**Nets reached from selected ports**

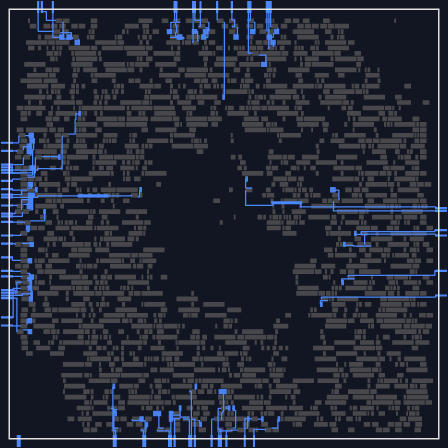
**The metal 3 layer**

Bar = 50 um.
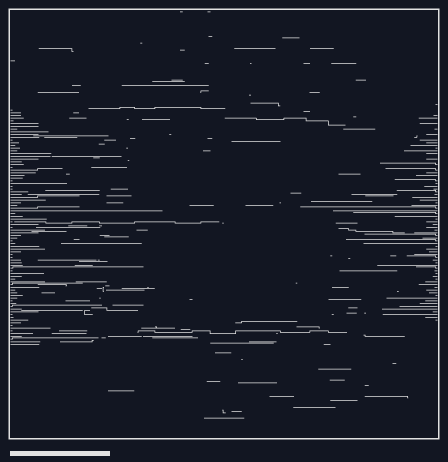
**Cell classes on the final placement**

Fill, decap, tap and diode cells in gray.
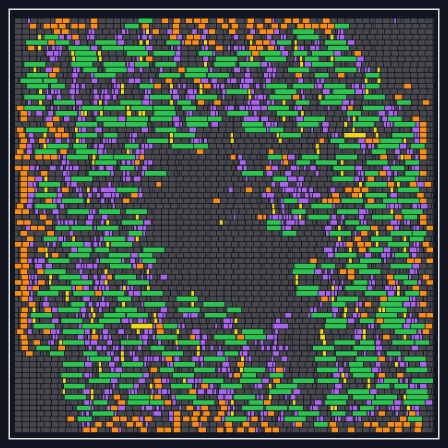
**The metal 2 layer**

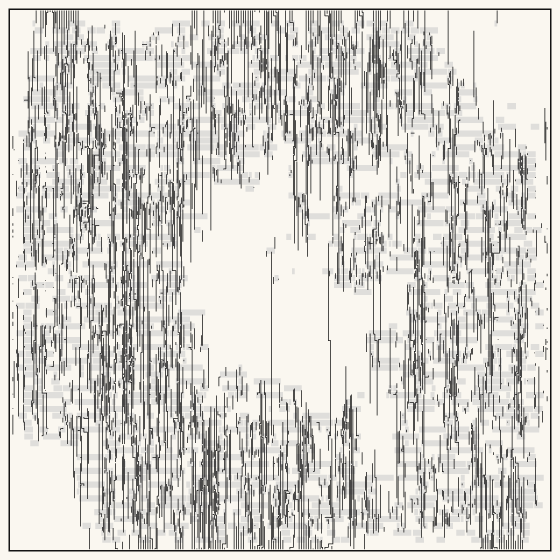
==> config.mk <==
export PLATFORM = sky130hd
export DESIGN_NAME = instruction_fetch_unit
export DESIGN_NICKNAME = d
export VERILOG_FILES = /design/src/rtl/instruction_fetch_unit.sv
export SDC_FILE = /design/constraint.sdc
export NUM_CORES = 1
export LEC_CHECK = 0
export CORE_MARGIN = 2
export CORE_UTILIZATION = 35
export CTS_BUF_LIST = sky130_fd_sc_hd__clkbuf_2
export DETAILED_ROUTE_END_ITERATION = 6
export PLACE_DENSITY_LB_ADDON = 0.2
export SETUP_SLACK_MARGIN = 0.4
export SLEW_MARGIN = 5
export SYNTH_ARGS = -nofsm -noshare
export SYNTH_HDL_FRONTEND = slang
export SYNTH_SLANG_ARGS = --single-unit
==> constraint.sdc <==
create_clock -name CLK -period 27 [get_ports CLK]
set_input_delay 8.1 -clock CLK [delete_from_list [all_inputs] [get_ports CLK]]
set_output_delay 8.1 -clock CLK [all_outputs]
set_load 0.02 [all_outputs]
==> impl_metrics.json <==
{
  "ant_nets": 0,
  "tightestPinTransition_ps": 1080,
  "wl_met2_mm": 20.8,
  "leakage_nw": 6.68,
  "finalPower_mw": 1.24,
  "top_usage_layer": "met2",
  "cts-root-buf": "clkbuf_2",
  "syn_area_mm2": 0.0154,
  "edf_count": 250,
  "die_area_mm2": 0.0456,
  "hold_buffers": 0,
  "max_freq_mhz": 91.1,
  "cp.required_ps": 27860,
  "drv_slew": 0,
  "place_area_mm2": 0.0190,
  "power_density_mw_per_mm2": 62.4,
  "layout.cells.non_filler": 2339,
  "path_buffers": 2,
  "post_synth.cell_area_avg_um2": 11.5,
  "numCtsBuffers": 94,
  "hold_ws_ps": 491,
  "power.share.switching_pct": 29.7,
  "synth_top_area_share_pct": 48.9,
  "synthArstFlopShare_pct": 0,
  "drt_iter0_drc": 763,
  "clock_latency_ps": 1020,
  "slew_headroom_pct": 27.9,
  "synth_flops": 353,
  "synth_cell_type_count": 49,
  "rsz0062_at_grt": "no",
  "final.setup.tns_ps": 0,
  "cp_slowest_cell": "buf_4",
  "grt_max_degree": 100,
  "core_area_mm2": 0.0432,
  "grt_usage_pct": 19.5,
  "antenna_found_initial": 5,
  "drc_errors": 0,
  "layout_top_cell": "clkdlybuf4s50_1",
  "vias_per_cell": 5.07,
  "nNetsFinal": 1841,
  "final.setup.worst_slack_ps": 16020,
  "cts_tree": "yes",
  "grt_pass1_vias": 11797,
  "grt_pass1_wl_mm": 67.7,
  "comb-power_mw": 0.196,
  "place_congestion": 0.774,
  "fp.dieH_um": 213,
  "fin_area_mm2": 0.0199,
  "clkPwrFrac_pct": 31.6,
  "mostFrequentLayoutCells": "314 x clkdlybuf4s50_1, 250 x edfxtp_1, 211 x nor2_1, 152 x clkbuf_2, 112 x a21oi_1",
  "layout-drive-gt1-share_pct": 11.4,
  "use_met1_pct": 24.4,
  "synth.logic.top_family": "AND-OR/OR-AND gates",
  "topCellsByArea": "edfxtp_1 49%, dfxtp_1 13%, mux2i_1 6.8%, nor2_1 5.2%, a211oi_1 4.6%",
  "skew_ps": 84.1,
  "gr-total-overflow": 0,
  "switchingPower_mw": 0.370,
  "finalHoldViolations": 0,
  "p_int_mw": 0.874,
  "timing.reg2reg.setup_slack_ps": 22840,
  "rr_worst_depth": 12,
  "cp_max_fo": 97,
  "status": "finished clean",
  "wl_per_cell_um": 19.1,
  "path_cells": "clkdlybuf4s50_1, o22ai_1, ha_1, nor3_1, o21ai_0, a21o_4, buf_4, a211oi_1, a21oi_1, nor2_1",
  "yosysWarnings": 0,
  "compound_area_share_pct": 12.3,
  "synth_area_leader_cell": "edfxtp_1",
  "cap_viol_max_count": 0,
  "ys_seq_share_pct": 62.3,
  "num_rows": 76,
  "firstDrtPassIters": 5,
  "worst_setup_path_end_kind": "flip-flop",
  "postCtsSetupBuffers": 0,
  "seq-power_mw": 0.655
}
Back to the opening pictures, 'nets reached from selected ports':
`StartPC`: marked blue, bits 64, direction input, edge 25 left, 18 bottom, 15 top, 6 right, end cells 62, buffers 62, wire 1,450 um.
port bufs: 316
total I/O pin count: 326

Back to the opening pictures, 'the metal 3 layer':
The longest straight run is 75.4 um. The layer carries 3,570 um of wire. The layer holds 8.0% of the routed length. The wires run mostly horizontal. 211 nets have wire on it.
M3 GR Usage: 6.50%
final WL: 44.7 mm

Back to the opening pictures, 'cell classes on the final placement':
clock drivers and dummy loads: marked yellow, cells 177, share of their area 4.8%. remaining buffers and delay cells: marked orange, cells 332, share of their area 17%. registers: marked green, cells 353, share of their area 50%. remaining logic cells: marked purple, cells 891, share of their area 28%.
Layout Utilization: 46.2%
Seq area share: 48.0%

Back to the opening pictures, 'the metal 2 layer':
The longest straight run is 72.4 um. The layer carries 20.8 mm of wire. The wires run mostly vertical. 1,494 nets have wire on it. The layer holds 46% of the routed length.
GRT met2 Usage: 31.2%
vias: 11,865

layout make-up:
type	instances	area (um^2)
fillers	4096	23200
flip-flops and latches	353	9570
multi-input cells	876	5380
repair buffers	332	3280
clock buffers	152	761
well taps	585	732
clock inverters	25	155
inverters	15	56.3
diodes	1	2.50
Yosys cell counts, drive strengths merged, types with 18 or more instances:
cell type    n
o21ai       55
a21oi      112
dfxtp      103
a211oi      94
nor3        29
nor2       214
a22oi       22
clkbuf      78
edfxtp     250
xnor2       41
mux2i      105
nand2       61
buf         18
nand3       26
worst min-delay path, stage by stage, from the launching register on:
cell     delay [ps]
dfxtp_1         340
a21oi_1          60
nor2_1           70
